**Run 1: signal wires on met1**

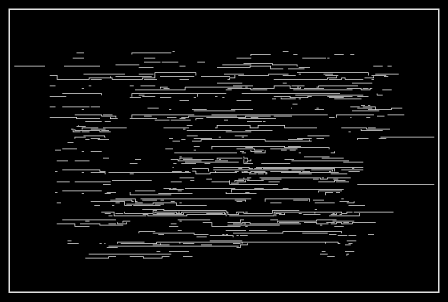
**Run 1: signal wires on met2**

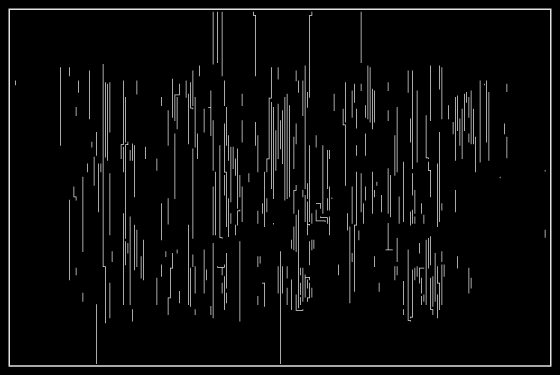
**Run 1: the metal 3 layer**

The bar under the picture is 20 µm long. Cells faint in the background.
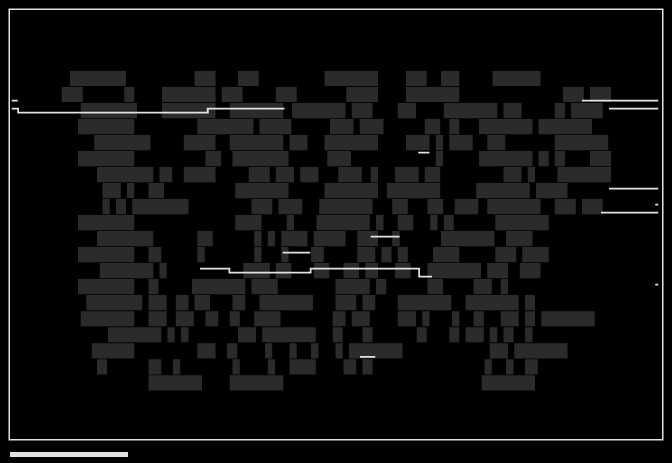
**Run 1: routing congestion map**

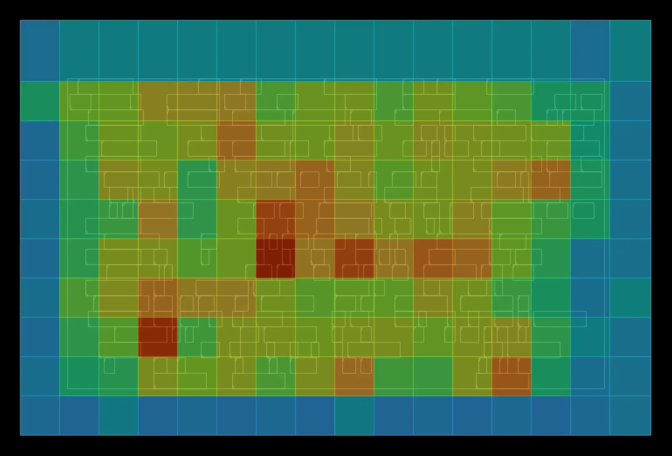
===== src/rtl/ps2_receptor.sv =====
// PS/2 device-to-host receiver.
// Synchronises the PS/2 lines, deglitches the PS/2 clock and deserialises
// 11-bit frames: start, 8 data bits LSB first, odd parity, stop.
// Each frame ends in exactly one strobe: a byte, a parity error or a frame error.
module ps2_receptor #(
    parameter int unsigned FILTER_LEN = 8,
    parameter int unsigned TIMEOUT    = 5000
) (
    input  logic       clk,
    input  logic       reset,
    input  logic       clkps2,
    input  logic       dataps2,
    input  logic       rx_en,
    output logic [7:0] dato,
    output logic       dato_recibido,
    output logic       error_paridad,
    output logic       error_trama
);

    localparam int unsigned CNT_W = (TIMEOUT > 2) ? $clog2(TIMEOUT) : 1;
    // Abort fires one cycle early so the registered strobe lands TIMEOUT
    // cycles after the last filtered falling edge.
    localparam logic [CNT_W-1:0] TO_LAST = CNT_W'(TIMEOUT - 2);

    localparam logic [1:0] ESPERA  = 2'd0;
    localparam logic [1:0] DATOS   = 2'd1;
    localparam logic [1:0] PARIDAD = 2'd2;
    localparam logic [1:0] PARADA  = 2'd3;

    logic                  clk_s1_q, clk_s2_q;
    logic                  dat_s1_q, dat_s2_q;
    logic [FILTER_LEN-1:0] filt_q;
    logic                  fclk_q, fclk_d;
    logic                  fclk_prev_q;
    logic                  flanco_c;

    logic [1:0]            state_q, state_d;
    logic [2:0]            bit_cnt_q, bit_cnt_d;
    logic [7:0]            shift_q, shift_d;
    logic                  par_q, par_d;
    logic [CNT_W-1:0]      to_cnt_q, to_cnt_d;
    logic [7:0]            dato_q, dato_d;
    logic                  rec_q, rec_d;
    logic                  perr_q, perr_d;
    logic                  ferr_q, ferr_d;

    // Two-flop synchronisers, clock filter shift register and edge detector.
    always_ff @(posedge clk or negedge reset) begin
        if (!reset) begin
            clk_s1_q    <= 1'b1;
            clk_s2_q    <= 1'b1;
            dat_s1_q    <= 1'b1;
            dat_s2_q    <= 1'b1;
            filt_q      <= '1;
            fclk_q      <= 1'b1;
            fclk_prev_q <= 1'b1;
        end else begin
            clk_s1_q    <= clkps2;
            clk_s2_q    <= clk_s1_q;
            dat_s1_q    <= dataps2;
            dat_s2_q    <= dat_s1_q;
            filt_q      <= {filt_q[FILTER_LEN-2:0], clk_s2_q};
            fclk_q      <= fclk_d;
            fclk_prev_q <= fclk_q;
        end
    end

    // Filtered clock only moves once the whole window agrees.
    always_comb begin
        fclk_d = fclk_q;
        if (&filt_q) begin
            fclk_d = 1'b1;
        end else if (~|filt_q) begin
            fclk_d = 1'b0;
        end
    end

    assign flanco_c = fclk_prev_q & ~fclk_q;

    // Frame FSM: next state, datapath and strobe decisions.
    always_comb begin
        state_d   = state_q;
        bit_cnt_d = bit_cnt_q;
        shift_d   = shift_q;
        par_d     = par_q;
        to_cnt_d  = to_cnt_q;
        dato_d    = dato_q;
        rec_d     = 1'b0;
        perr_d    = 1'b0;
        ferr_d    = 1'b0;

        if (!rx_en) begin
            state_d   = ESPERA;
            bit_cnt_d = 3'd0;
            to_cnt_d  = '0;
        end else if (state_q == ESPERA) begin
            to_cnt_d = '0;
            if (flanco_c && !dat_s2_q) begin
                state_d   = DATOS;
                bit_cnt_d = 3'd0;
            end
        end else if (flanco_c) begin
            to_cnt_d = '0;
            case (state_q)
                DATOS: begin
                    shift_d   = {dat_s2_q, shift_q[7:1]};
                    bit_cnt_d = bit_cnt_q + 3'd1;
                    if (bit_cnt_q == 3'd7) begin
                        state_d = PARIDAD;
                    end
                end
                PARIDAD: begin
                    par_d   = dat_s2_q;
                    state_d = PARADA;
                end
                default: begin
                    state_d = ESPERA;
                    if (!dat_s2_q) begin
                        ferr_d = 1'b1;
                    end else if (!(^{shift_q, par_q})) begin
                        perr_d = 1'b1;
                    end else begin
                        dato_d = shift_q;
                        rec_d  = 1'b1;
                    end
                end
            endcase
        end else if (to_cnt_q == TO_LAST) begin
            ferr_d    = 1'b1;
            state_d   = ESPERA;
            bit_cnt_d = 3'd0;
            to_cnt_d  = '0;
        end else begin
            to_cnt_d = to_cnt_q + CNT_W'(1);
        end
    end

    // FSM state, datapath and registered outputs.
    always_ff @(posedge clk or negedge reset) begin
        if (!reset) begin
            state_q   <= ESPERA;
            bit_cnt_q <= 3'd0;
            shift_q   <= 8'h00;
            par_q     <= 1'b0;
            to_cnt_q  <= '0;
            dato_q    <= 8'h00;
            rec_q     <= 1'b0;
            perr_q    <= 1'b0;
            ferr_q    <= 1'b0;
        end else begin
            state_q   <= state_d;
            bit_cnt_q <= bit_cnt_d;
            shift_q   <= shift_d;
            par_q     <= par_d;
            to_cnt_q  <= to_cnt_d;
            dato_q    <= dato_d;
            rec_q     <= rec_d;
            perr_q    <= perr_d;
            ferr_q    <= ferr_d;
        end
    end

    assign dato          = dato_q;
    assign dato_recibido = rec_q;
    assign error_paridad = perr_q;
    assign error_trama   = ferr_q;

endmodule


===== config.mk =====
export PLATFORM = sky130hd
export DESIGN_NAME = ps2_receptor
export DESIGN_NICKNAME = d
export VERILOG_FILES = /design/src/rtl/ps2_receptor.sv
export SDC_FILE = /design/constraint.sdc
export NUM_CORES = 1
export LEC_CHECK = 0
export CAP_MARGIN = 20
export CELL_PAD_IN_SITES_DETAIL_PLACEMENT = 1
export CELL_PAD_IN_SITES_GLOBAL_PLACEMENT = 2
export CORE_ASPECT_RATIO = 0.6
export CORE_MARGIN = 8
export CORE_UTILIZATION = 42
export CTS_BUF_LIST = sky130_fd_sc_hd__clkbuf_4
export DETAILED_ROUTE_END_ITERATION = 16
export PLACE_DENSITY_LB_ADDON = 0.08
export SLEW_MARGIN = 15
export SYNTH_ARGS = -nofsm -noshare
export SYNTH_HDL_FRONTEND = slang
export SYNTH_SLANG_ARGS = --single-unit

===== constraint.sdc =====
create_clock -name clk -period 2.47 [get_ports clk]
set_clock_uncertainty 0.1 [all_clocks]
set_input_delay 0.741 -clock clk [delete_from_list [all_inputs] [get_ports clk]]
set_output_delay 0.741 -clock clk [all_outputs]
set_load 0.02 [all_outputs]

==> deck_impl_summary.md, run 1 <==
Implementation Results

Route
  – Post-DR vias/cell: 5.15
  – Vias post-DR: 1375

Synthesis
  – Syn Std Cell Area: 2260 µm²
  – Most frequent cell after synthesis: dfrtp_1
  – Synth top cells by count: dfrtp_1 (38), dfstp_2 (14), nor2_1 (14), xnor2_1 (13), nand2_1 (10)
  – Most common reg cell: dfrtp_1
  – Async set-or-reset flop fraction in the synthesized netlist: 1.00
  – Top-area cell share: 0.421
  – Seq/Total Area, Yosys: 0.583
  – YS chip area: 2260 µm²
  – Mean cell area of the mapped netlist: 12.8 µm²

Final layout
  – Nets@finish: 213
  – Post-route cell area: 2570 µm²
  – Area grow syn2layout: 13.6%
  – Layout fillers: 528
  – Top reg by flops: to_cnt_q

Place
  – Placed insts: 259

Setup path
  – Most frequent CP cell: xnor2_1
  – Arrival time worst endpoint: 2.39 ns
  – Critical path type: reg2reg
  – Reg-to-reg slack, setup: 0.25 ns

STA
  – Hold Vio Cnt, Final: 0
  – Min Clock Period, post-route: 2.22 ns
  – Post-layout period usage: 0.901

Floorplan
  – Floorplan core density: 0.441
  – Ports: 16

CTS
  – Clk sinks: 52
  – Hold_buf cts: 0
  – Htree depth: 2
  – CTS tree: yes
  – Post-CTS sizing: 0

Power
  – Leak: 1.13 nW
  – Sw Share: 0.271
  – VDD IR-drop max: 0.000270 V

GRT
  – Initial antenna violation count: 0
  – GR Layer Usage met3: 0.0353
  – Largest net degree at the start of global routing: 53

Outcome
  – Status: finished clean

Job
  – Log Warnings: 30
  – Max_cap viols: 0
-- 'signal wires on met1' (at the start) --
share of all routed wire: 53%
longest straight run: 46.9 µm
nets with wire on the layer: 191

-- 'signal wires on met2' (at the start) --
longest straight run: 41.5 µm
share of all routed wire: 43%
wire length on this layer: 1990 µm
main direction: vertical
nets with wire on the layer: 188

-- 'the metal 3 layer' (at the start) --
share of all routed wire: 3.1%
wire length on this layer: 141 µm
longest straight run: 32.2 µm

-- 'routing congestion map' (at the start) --
GRT Total Usage: 0.123
Wirelength per Cell: 17.3 µm

## run 1: stage by stage
stage	setup slack [ns]	hold WS (ns)
finish	0.245	0.226
global route	0.174	0.232
CTS	0.227	0.227
detailed placement	0.0584	0.248
global placement	0.126	0.250
floorplan	0.524	0.245
## run 1: kinds of logic after synthesis
logic type / count (synthesis) / synth area share
compound gates: 19 / 0.0592
xor+xnor: 17 / 0.0719
fa+ha+maj: 8 / 0.0443
buf+inv: 10 / 0.0199
flops: 52 / 0.583
mux: 17 / 0.0952
simple gates: 54 / 0.126
## run 1: power by group through the flow
stage,Clock [W],Combinational [W],Sequential [W]
after floorplan,0,0.000124,0.000921
after global routing,0.000432,0.000218,0.000920
final,0.000380,0.000196,0.000914
after global placement,0,0.000188,0.000925
after CTS,0.000403,0.000199,0.000914
after detailed placement,0,0.000198,0.000929
## run 1: final cells by class
class	count	share of cell area
flip-flops and latches	52	0.513
multi-input cells	115	0.349
repair buffers	19	0.0731
well taps	66	0.0321
clock buffers	6	0.0175
inverters	7	0.0102
clock inverters	2	0.00438
## run 1: how the worst max path moves through the flow
stage	from	end	slack, ns	depth (start not counted)
floorplan	to_cnt_q[5]	bit_cnt_q[1]	0.52	4
global placement	rx_en	dato[2]	0.13	5
detailed placement	rx_en	dato[3]	0.06	5
CTS	dato[3]	dato[3]	0.23	1
global route	dato[3]	dato[3]	0.17	1
finish	shift_q[2]	dato[3]	0.25	5
## run 1: cell usage in the layout (no fill, tap or decap), drive strengths merged, types with 4 or more instances in the layout
cell / count
a21oi: 4
nand2: 10
clkbuf: 6
dfrtp: 38
xnor2: 13
inv: 7
ha: 8
nand3: 6
mux2: 15
clkdlybuf4s50: 14
nor3: 5
buf: 5
o21ai: 7
nor2: 14
dfstp: 14
==> run 2, diff against run 1 <==
SLEW_MARGIN = 10   (was 15)
**Run 2: where the registers sit**

The bar under the picture is 20 µm long.
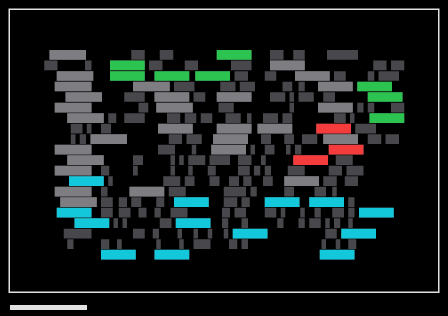
[red] `bit_cnt_q` | placed flops: 3
[green] `dato` | placed flops: 8
[cyan] `to_cnt_q` | placed flops: 13
not colored: 28

==> deck_impl_summary.md, run 2 <==
Implementation Results

Power
  – Pwr Density: 580 nW/µm²
  – VDD IR-drop max: 0.000270 V
  – Leak: 1.13 nW

Outcome
  – Status: finished clean

STA
  – Hold Vio Cnt, Final: 0
  – Setup TNS: 0 ns
  – Setup WS post-layout: 0.245 ns
  – Post-layout period usage: 0.901
  – Final setup fails: 0
  – Min Clock Period, post-route: 2.22 ns
  – Worst hold slack: 0.226 ns

Final layout
  – Most frequent cells in the layout: dfrtp_1 (38), nor2_1 (14), dfstp_2 (14), clkdlybuf4s50_1 (14), xnor2_1 (13)
  – Top reg by flops: to_cnt_q
  – Max reg flops: 13
  – Post-route cell area: 2570 µm²
  – Layout fillers: 528
  – Area grow syn2layout: 13.6%
  – Most frequent logic cell in the layout: dfrtp_1
  – Register area: 1320 µm²
  – Nets@finish: 213

Setup path
  – Arrival time worst endpoint: 2.39 ns
  – Reg-to-reg slack, setup: 0.25 ns
  – Worst r2r src: shift_q[2]
  – Most frequent CP cell: xnor2_1
  – Critical path type: reg2reg
  – CP Launch Type: flip-flop

Route
  – Wirelength per Cell: 17.3 µm
  – Vias post-DR: 1375
  – Final WL: 4.62 mm
  – Post-DR vias/cell: 5.15

Place
  – Placer Congestion: 0.787
  – Setup Slack @ Placement: 0.0584 ns
  – I/O Buffers: 15
  – Placed insts: 259
  – Placed inst area: 2510 µm²

Synthesis
  – Top-area cell share: 0.421
  – Async set-or-reset flop fraction in the synthesized netlist: 1.00
  – Most frequent cell after synthesis: dfrtp_1
  – Synth top cells by count: dfrtp_1 (38), dfstp_2 (14), nor2_1 (14), xnor2_1 (13), nand2_1 (10)
  – Post-synth EDFFs: 0
  – Mean cell area of the mapped netlist: 12.8 µm²
  – YS chip area: 2260 µm²
  – Syn Std Cell Area: 2260 µm²
  – Most common reg cell: dfrtp_1
  – Synth Instances: 177
  – Seq/Total Area, Yosys: 0.583

Job
  – Log Warnings: 30
  – Max_cap viols: 0

Floorplan
  – Floorplan core density: 0.441
  – Ports: 16

GRT
  – Largest net degree at the start of global routing: 53
  – Initial antenna violation count: 0
  – Global-route wire length before repair: 7.75 mm
  – GRT Total Usage: 0.123
  – Gr ovfl total: 0

CTS
  – CTS tree: yes
  – Clk sinks: 52
  – Hold_buf cts: 0
  – Post-CTS sizing: 0
  – Htree depth: 2
run 2: cell counts after synthesis:
No cell type changed its count.
run 2: power by group:
part | internal, W | switching [W] | leakage [nW] | total, W
Clock | 0.000120 | 0.000260 | 0.0293 | 0.000380
Combinational | 0.0000797 | 0.000117 | 0.421 | 0.000196
Sequential | 0.000887 | 0.0000268 | 0.676 | 0.000914
Total | 0.00109 | 0.000403 | 1.13 | 0.00149
run 2: cell families after synthesis:
logic type,after synthesis,share of synthesized area
multiplexers,17,0.0952
adder cells (fa/ha/maj),8,0.0443
AND/OR/NAND/NOR,54,0.126
AND-OR/OR-AND,19,0.0592
flip-flops,52,0.583
buffers and inverters,10,0.0199
XOR/XNOR,17,0.0719
run 2: how the worst max path moves through the flow:
stage | from | end | depth (start not counted)
after floorplan | to_cnt_q[5] | bit_cnt_q[1] | 4
after global placement | rx_en | dato[2] | 5
after detailed placement | rx_en | dato[3] | 5
after CTS | dato[3] | dato[3] | 1
after global routing | dato[3] | dato[3] | 1
final | shift_q[2] | dato[3] | 5
run 2: metal layers:
metal / track usage / share of wire
met3: 0.0353 / 0.031
met5: 0 / 0
met2: 0.174 / 0.43
met1: 0.174 / 0.53
met4: 0.0446 / 0.0095
run 2: area by class of cell:
cell class / count / share of cell area
Inverter: 7 / 0.0102
Tap cell: 66 / 0.0321
Sequential cell: 52 / 0.513
Multi-Input combinational cell: 115 / 0.349
Timing Repair Buffer: 19 / 0.0731
Clock buffer: 6 / 0.0175
Clock inverter: 2 / 0.00438
No activity file was given, so power comes from the tool's default toggle rates.
